File: src/rtl/prog_loader_pkg.sv
// Shared types and constants for the byte-stream program loader.
package prog_loader_pkg;

    typedef enum logic [2:0] {
        IDLE,
        CNT_LO,
        CNT_HI,
        DATA,
        WRITE,
        CSUM,
        DONE
    } state_t;

    localparam logic [7:0] CMD_LD_IM = 8'hA5;
    localparam logic [7:0] CMD_LD_DM = 8'h5A;
    localparam logic [7:0] CMD_GO    = 8'h0F;

    localparam int ADDR_WIDTH_DEF = 10;
    localparam int CNT_WIDTH_DEF  = 16;

endpackage

File: src/rtl/prog_loader_byte_to_word.sv
// Assembles four bytes, first byte in the low lane, into one 32-bit word.
module byte_to_word (
    input  logic        clk,
    input  logic        rst,
    input  logic        clr,
    input  logic        shift,
    input  logic [7:0]  byte_in,
    output logic [31:0] word,
    output logic        word_full
);

    logic [1:0] idx;

    always_ff @(posedge clk) begin
        if (rst || clr) begin
            idx  <= 2'd0;
            word <= 32'd0;
        end else if (shift) begin
            idx  <= idx + 2'd1;
            word <= {byte_in, word[31:8]};
        end
    end

    // High while the next shift completes the word.
    assign word_full = (idx == 2'd3);

endmodule

File: src/rtl/prog_loader.sv
// Byte-stream program loader: header, payload words into IM/DM, GO releases the core.
// Optional trailing checksum byte enabled by defining PROG_LOADER_CSUM_EN.
//
// state  | meaning
// IDLE   | waiting for a command byte
// CNT_LO | expecting low byte of word count
// CNT_HI | expecting high byte of word count
// DATA   | collecting payload bytes of the current word
// WRITE  | one-cycle write strobe to IM or DM
// CSUM   | expecting XOR checksum of the payload
// DONE   | one-cycle load_done pulse
module prog_loader
    import prog_loader_pkg::*;
#(
    parameter int ADDR_WIDTH = ADDR_WIDTH_DEF,
    parameter int CNT_WIDTH  = CNT_WIDTH_DEF
) (
    input  logic                  clk,
    input  logic                  rst,
    input  logic                  byte_valid,
    input  logic [7:0]            byte_data,
    output logic                  byte_ready,
    output logic                  we_im,
    output logic                  we_dm,
    output logic [ADDR_WIDTH-1:0] addr,
    output logic [31:0]           din,
    output logic                  cpu_hold,
    output logic                  load_done,
    output logic                  err
);

    state_t               state, state_nxt;
    logic [7:0]           cnt_lo;
    logic [CNT_WIDTH-1:0] words_left;
    logic [CNT_WIDTH-1:0] count_in;
    logic                 tgt_dm;
    logic                 xfer;
    logic                 shift;
    logic                 clr;
    logic                 word_full;
`ifdef PROG_LOADER_CSUM_EN
    logic [7:0]           csum;
`endif

    assign byte_ready = !rst && (state inside {IDLE, CNT_LO, CNT_HI, DATA, CSUM});
    assign xfer       = byte_valid && byte_ready;
    assign count_in   = CNT_WIDTH'({byte_data, cnt_lo});

    byte_to_word u_b2w (
        .clk       (clk),
        .rst       (rst),
        .clr       (clr),
        .shift     (shift),
        .byte_in   (byte_data),
        .word      (din),
        .word_full (word_full)
    );

    always_ff @(posedge clk) begin
        if (rst) state <= IDLE;
        else     state <= state_nxt;
    end

    always_comb begin
        state_nxt = state;
        we_im     = 1'b0;
        we_dm     = 1'b0;
        load_done = 1'b0;
        shift     = 1'b0;
        clr       = 1'b0;
        case (state)
            IDLE: begin
                if (xfer && (byte_data == CMD_LD_IM || byte_data == CMD_LD_DM)) begin
                    state_nxt = CNT_LO;
                    clr       = 1'b1;
                end
            end
            CNT_LO: if (xfer) state_nxt = CNT_HI;
            CNT_HI: if (xfer) state_nxt = (count_in == '0) ? DONE : DATA;
            DATA: begin
                if (xfer) begin
                    shift = 1'b1;
                    if (word_full) state_nxt = WRITE;
                end
            end
            WRITE: begin
                we_dm = tgt_dm;
                we_im = !tgt_dm;
                if (words_left == CNT_WIDTH'(1)) begin
`ifdef PROG_LOADER_CSUM_EN
                    state_nxt = CSUM;
`else
                    state_nxt = DONE;
`endif
                end else begin
                    state_nxt = DATA;
                end
            end
            CSUM: if (xfer) state_nxt = DONE;
            DONE: begin
                load_done = 1'b1;
                state_nxt = IDLE;
            end
            default: state_nxt = IDLE;
        endcase
        if (rst) begin
            we_im     = 1'b0;
            we_dm     = 1'b0;
            load_done = 1'b0;
        end
    end

    always_ff @(posedge clk) begin
        if (rst) begin
            cnt_lo     <= 8'd0;
            words_left <= '0;
            tgt_dm     <= 1'b0;
            addr       <= '0;
            cpu_hold   <= 1'b1;
            err        <= 1'b0;
`ifdef PROG_LOADER_CSUM_EN
            csum       <= 8'd0;
`endif
        end else begin
            case (state)
                IDLE: begin
                    if (xfer) begin
                        case (byte_data)
                            CMD_LD_IM, CMD_LD_DM: begin
                                tgt_dm   <= (byte_data == CMD_LD_DM);
                                cpu_hold <= 1'b1;
                                addr     <= '0;
`ifdef PROG_LOADER_CSUM_EN
                                csum     <= 8'd0;
`endif
                            end
                            CMD_GO:  cpu_hold <= 1'b0;
                            default: err      <= 1'b1;
                        endcase
                    end
                end
                CNT_LO: if (xfer) cnt_lo <= byte_data;
                CNT_HI: if (xfer) words_left <= count_in;
`ifdef PROG_LOADER_CSUM_EN
                DATA: if (xfer) csum <= csum ^ byte_data;
                CSUM: if (xfer && byte_data != csum) err <= 1'b1;
`endif
                // Address wraps naturally; oversize loads overwrite from word 0.
                WRITE: begin
                    addr       <= addr + ADDR_WIDTH'(1);
                    words_left <= words_left - CNT_WIDTH'(1);
                end
                default: ;
            endcase
        end
    end

endmodule

File: config.mk
export PLATFORM = sky130hd
export DESIGN_NAME = prog_loader
export DESIGN_NICKNAME = d
export VERILOG_FILES = /design/src/rtl/prog_loader_pkg.sv /design/src/rtl/prog_loader_byte_to_word.sv /design/src/rtl/prog_loader.sv
export SDC_FILE = /design/constraint.sdc
export NUM_CORES = 1
export LEC_CHECK = 0
export ABC_CLOCK_PERIOD_IN_PS = 3280
export CAP_MARGIN = 20
export CORE_MARGIN = 8
export CORE_UTILIZATION = 60
export CTS_CLUSTER_DIAMETER = 50
export CTS_CLUSTER_SIZE = 16
export DETAILED_ROUTE_END_ITERATION = 8
export DONT_BUFFER_PORTS = 1
export GPL_TIMING_DRIVEN = 0
export PLACE_DENSITY = 0.84
export RECOVER_POWER = 25
export SLEW_MARGIN = 10
export SYNTH_ARGS = -nofsm -noshare
export SYNTH_HDL_FRONTEND = slang
export SYNTH_SLANG_ARGS = --single-unit
File: constraint.sdc
create_clock -name clk -period 3.28 [get_ports clk]
set_input_delay 0.656 -clock clk [delete_from_list [all_inputs] [get_ports clk]]
set_output_delay 0.656 -clock clk [all_outputs]
set_load 0.02 [all_outputs]
run_1/placement_by_type.png
Drawn at 4 px/um.
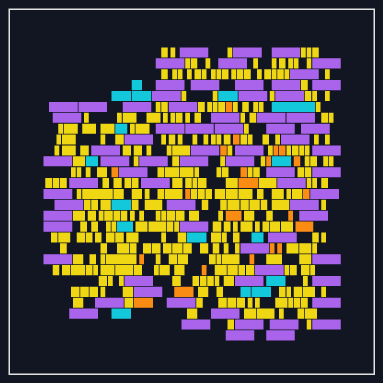
[combinational and other logic] yellow | cells: 308 | share of their area: 49%
[remaining buffers and delay cells] orange | cells: 22 | share of their area: 3.9%
[sequential cells] purple | cells: 74 | share of their area: 42%
[clock drivers and dummy loads] cyan | cells: 16 | share of their area: 5.8%

run_1/flops_by_reg.png
Drawn at 4 px/um. Other sequential cells in the stronger gray, the rest of the logic in the fainter gray.
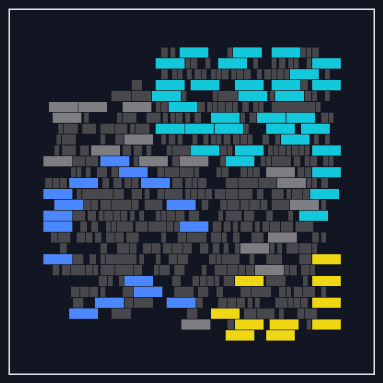
[u_b2w.word] cyan | sequential cells: 32
[words_left] blue | sequential cells: 16
[addr] yellow | sequential cells: 10 | where: lower right
not colored: 16

==> impl_metrics.toml, run 1 <==
# yosys + openroad results
[status]
status = "completed"

[route]
finalWirelength_um = 8793
wl_met3_um = 808
ant_nets = 0
drt-initial-drc-count = 244
routed-via-count = 3074
drt-met1-wl_um = 3557
wl_per_cell_um = 17.87
highest_layer = "met4"
wl_met2_um = 4176

[synthesis]
avgSynthCellArea_um2 = 8.325
synth_nets = 419
synthCells = 404
yosysWarnings = 0
yosys_most_used_dff = "dfxtp_1"
synth.area.top_cells = "dfxtp_1 44%, nand2_1 9.2%, a21oi_1 7.7%"
ys_seq_share_pct = 44.05
yosys.area.top_type = "dfxtp_1"
synthArstFlopShare_pct = 0
ys_cells = 404
ys_ff = 74
edf_count = 0
yosys-stat-area_um2 = 3363
synth_cell_types = 52

[timing]
finalClockPeriodUsage_pct = 87.78
final_hold_viol_count = 0
fin_worst_skew_ns = 0.009186
clock.fmax_mhz = 347.3
fin_tns_setup_ns = 0
rsz0062_at_grt = "no"
hold_slack_ns = 0.4297
setup_slack_ns = 0.4009
relSlewSlack_pct = 31.56
worst_pin_slew_ns = 1.017
setup_violations = 0
slew_viol_final = 0
min_period_ns = 2.879

[critical_path]
crit_family = "simple AND/OR/NAND/NOR gates"
critPathBufInv = 2
crit_path_end_kind = "primary output"
cp_cell_sequence = "or3b_1, dlymetal6s2s_1, clkbuf_8, nor3b_1"
worstPathRequired_ns = 2.62
slowest_delay_ns = 0.57
worstPathArrival_ns = 2.22
critPathKind = "flip-flop to primary output"
slowest_stage = "nor3b_1"

[cts]
cts_sinks = 74
cts_buffers = 9
cts_hold_buf = 0
postCtsResizedCells = 0
root_buffer = "clkbuf_8"
post-cts-setup-buffers = 0
clk_latency_ns = 0.36
cts_buffer_depth = 2
clk_pin_slew_ns = 0.09

[layout]
antenna_cells = 0
top_register = "u_b2w.word"
area_delta_synth_final_pct = 8.780
layout-drive-gt1-share_pct = 9.048
finalNetCount = 430
largest_register_ffs = 32

[grt]
grt_pass1_vias = 2828
grt_first_pass_wirelength_um = 14350
antenna_found_initial = 0
grt_util_met3_pct = 8.229
grt_overflow = 0
grt.busiest_layer = "met2"
grt_start_max_net_pins = 16
grt_usage_pct = 21.37
met1_usage_pct = 23.84
use_met2_pct = 34.65

[floorplanning]
pin_count = 59
fp_util_pct = 61.45
die_area_um2 = 8257
die_h_um = 90.87
die-width_um = 90.87

[power]
total_power_mw = 1.699
p_leak_nw = 1.248
peakVddDrop_mv = 0.3040
power.density_nw_per_um2 = 464.3

[job]
max_cap_viol_count = 0
tool_warnings = 27

[worst_hold_path]
hold_path.class = "input port to flip-flop"

[place]
gp_congestion = 0.8851
dp_hpwl_um = 6096
pre_cts_ws_ns = 0.8158
run_1/placement.png
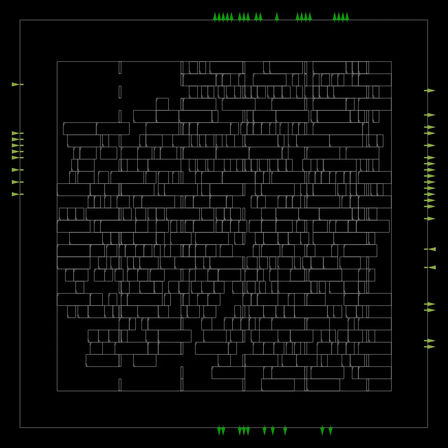
Layout Utilization: 66.85%
Layout fillers: 446
core area: 5473 um^2
flop share of the area: 40.49%
cell row count: 27

run_1/layer_met3.png
Drawn at 3 px/um.
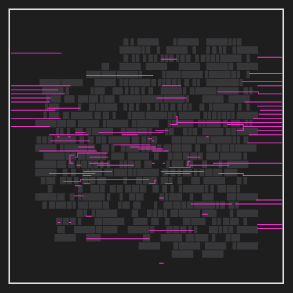
main direction: horizontal
wire length on this layer: 808 um
share of all routed wire: 9.2%
nets with wire on the layer: 63

run 1: synthesized netlist by cell type, drive strengths merged (9+ instances only):
cell type	count
a21oi	52
a31oi	11
buf	10
clkbuf	11
dfxtp	74
inv	9
nand2	82
nand3	12
nor2	28
nor3	13
nor4	9
o21ai	9
run 1: metrics by stage:
stage / utilization (%) / cell area, um^2 / std cells
floorplan: - / 3363 / 404
global placement: 63.10 / 3453 / 476
detailed placement: 63.10 / 3453 / 476
CTS: 66.87 / 3660 / 492
global route: 66.85 / 3659 / 492
finish: 66.85 / 3659 / 492
run 1: area by class of cell:
| class | instances | area (um^2) |
|---|---|---|
| Clock buffer | 9 | 123.9 |
| Multi-Input combinational cell | 299 | 1708 |
| Sequential cell | 74 | 1481 |
| Buffer | 22 | 138.9 |
| Inverter | 9 | 33.78 |
| Tap cell | 72 | 90.09 |
| Clock inverter | 7 | 82.58 |
| Fill cell | 446 | 1814 |
run 1: where the power goes:
part | internal, mW | switching [mW] | total (mW)
logic | 0.0150 | 0.0289 | 0.0439
registers | 0.899 | 0.00382 | 0.903
clock network | 0.364 | 0.387 | 0.751
run 1: path summary, 6_finish.rpt:
path              depth (start not counted)              to  slack (ns)    startpoint
setup / recovery                          4           we_dm        0.40      state[0]
hold / removal                            2  u_b2w.word[26]        0.43  byte_data[2]
setup reg to reg                          6         addr[9]        1.03      state[2]
hold reg to reg                           2    u_b2w.idx[1]        0.47  u_b2w.idx[1]
run 1: logic make-up (layout without fill, tap and decap cells):
logic type / Yosys count / in the layout / synth area share, %
compound gates: 102 / 102 / 18.27
xor+xnor: 8 / 8 / 2.083
fa+ha+maj: 4 / 4 / 1.488
buf+inv: 31 / 47 / 5.171
flops: 74 / 74 / 44.05
mux: 8 / 8 / 2.381
simple gates: 177 / 177 / 26.56
==> run 1 -> run 2 <==
--- a/config.mk
+++ b/config.mk
@@ -6,15 +6,14 @@
 export NUM_CORES = 1
 export LEC_CHECK = 0
 export ABC_CLOCK_PERIOD_IN_PS = 3280
-export CAP_MARGIN = 20
+export CAP_MARGIN = 40
 export CORE_MARGIN = 8
-export CORE_UTILIZATION = 60
+export CORE_UTILIZATION = 56
 export CTS_CLUSTER_DIAMETER = 50
 export CTS_CLUSTER_SIZE = 16
 export DETAILED_ROUTE_END_ITERATION = 8
-export DONT_BUFFER_PORTS = 1
 export GPL_TIMING_DRIVEN = 0
-export PLACE_DENSITY = 0.84
+export PLACE_DENSITY = 0.92
 export RECOVER_POWER = 25
 export SLEW_MARGIN = 10
 export SYNTH_ARGS = -nofsm -noshare
run_2/layer_met3.png
Drawn at 3 px/um.
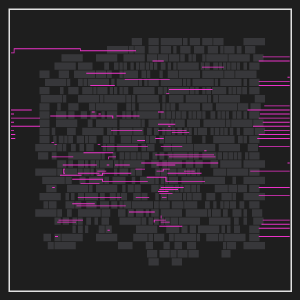
share of all routed wire: 8.1%
main direction: horizontal
longest straight run: 25.3 um
nets with wire on the layer: 75
wire length on this layer: 743 um

run_2/sizes.png
Drawn at 4 px/um.
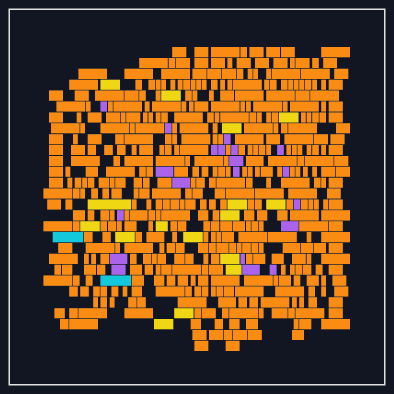
[_2 cells] purple | cells: 20 | share: 4.2% | most used: buf_2
[_3 and _4 cells] cyan | cells: 2 | share: 0.42%
[_6 and larger] yellow | cells: 16 | share: 3.4% | most used: clkbuf_8
[_0 and _1 cells] orange | cells: 439 | share: 92% | most used: nand2_1

==> run 2 against run 1 <==
Clock skew is 0.0021 ns higher; fmax is 9.5% lower; critical endpoint is now byte_ready; total power is 1.5% lower; flip-flop count stayed put; hold slack better by 0.023 ns; sequential share of layout area is 5.5 points lower.
==> impl_metrics.toml, run 2 <==
# yosys + openroad results
[status]
status = "completed"

[timing]
clock.fmax_mhz = 314.3
fin_worst_skew_ns = 0.01130
min_period_ns = 3.181
setup_violations = 0
worst_pin_slew_ns = 0.5454
slew_viol_final = 0
setup_slack_ns = 0.09863
final_hold_viol_count = 0

[place]
gp_congestion = 0.9143
placed_cells_incl_taps = 537
dp_hpwl_um = 6570
dpl-instance-area_um2 = 4038

[cts]
cts_buffers = 9
clk_latency_ns = 0.35
cts_buffer_depth = 2
clk_pin_slew_ns = 0.07
cts_sinks = 74
cts_hold_buf = 0
root_buffer = "clkbuf_8"

[layout]
design_area_um2 = 4229
fillers = 449
antenna_cells = 0
ff_latch_area_um2 = 1481
layout-drive-gt1-share_pct = 7.966
area_delta_synth_final_pct = 25.74
logic_area_um2 = 1708

[critical_path]
critPathKind = "input port to primary output"
rrSetupSlack_ns = 1.16
worstPathRequired_ns = 2.62

[grt]
antenna_found_initial = 0
grt_pass1_vias = 3198
grt_start_max_net_pins = 13
grt_overflow = 0
grt_first_pass_wirelength_um = 14980

[floorplanning]
die_h_um = 93.50
core_area_um2 = 5851
fp_util_pct = 57.49

[job]
tool_warnings = 27
max_cap_viol_count = 0

[synthesis]
synth.area.top_cells = "dfxtp_1 44%, nand2_1 9.2%, a21oi_1 7.7%"
yosys-stat-area_um2 = 3363
top_cell = "nand2_1"
yosys_most_used_dff = "dfxtp_1"
synthTopCellsByCount = "82 x nand2_1, 74 x dfxtp_1, 52 x a21oi_1"
synth_nets = 419
ys_cells = 404
yosysWarnings = 0
ys_seq_share_pct = 44.05
avgSynthCellArea_um2 = 8.325
edf_count = 0

[route]
wl_per_cell_um = 16.53
finalWirelength_um = 9124
ant_nets = 0

[power]
peakVddDrop_mv = 0.4291
run_2/placement_by_type.png
Drawn at 4 px/um.
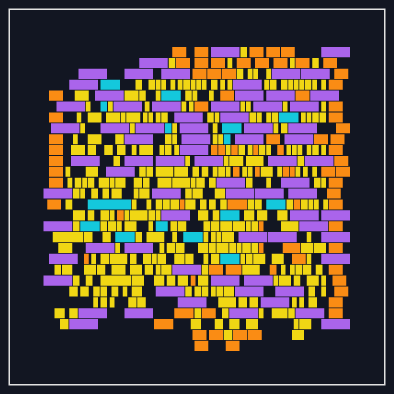
[remaining buffers and delay cells] orange | cells: 80 | share of their area: 17%
[combinational and other logic] yellow | cells: 308 | share of their area: 42%
[sequential cells] purple | cells: 74 | share of their area: 36%
[clock drivers and dummy loads] cyan | cells: 15 | share of their area: 4.6%

[run 2: cell counts after synthesis]
No cell type changed its count.
[run 2: worst max-delay path: stages]
cell and delay, ns:
clkdlybuf4s50_1 0.58, clkbuf_8 0.21, clkbuf_1 0.40, a21oi_1 0.10, clkdlybuf4s50_1 0.56
[run 2: path summary, 6_finish.rpt]
kind                               startpoint              to  cells past startpoint
worst max-delay path                      rst      byte_ready                      5
worst min-delay path            u_b2w.word[2]   u_b2w.word[2]                      2
worst max register to register       state[2]  u_b2w.word[23]                      6
worst min register to register  u_b2w.word[2]   u_b2w.word[2]                      2
[run 2: layout make-up]
cell class	instances	area share (%)
multi-input combinational	299	40.38
sequential	74	35.03
timing repair buffer	58	13.73
buffer	22	3.314
clock buffer	10	3.254
tap	75	2.219
clock inverter	5	1.272
inverter	9	0.7988
[run 2: per-layer routing]
layer  wire [um]  GRT usage, %  vias up
met3         742         5.769       22
met4         220         8.725        0
met5           0             0        -
li1            -             -     1593
met2        4537         35.66      151
met1        3624         24.14     1577
[run 2: where the power goes]
group | internal, mW | switching, mW
sequential | 0.900 | 0.00223
combinational | 0.0272 | 0.0442
clock | 0.367 | 0.333
total | 1.29 | 0.379
[run 2: logic make-up (layout without fill, tap and decap cells)]
logic type	count (synthesis)	count (layout)	synth area share (%)
and+or+nand+nor	177	177	26.56
AOI/OAI and AO/OA	102	102	18.27
DFF	74	74	44.05
buffers and inverters	31	104	5.171
xor gates and xnor gates	8	8	2.083
muxes	8	8	2.381
adders and majority gates	4	4	1.488
Power is estimated from default activity; no workload was simulated.
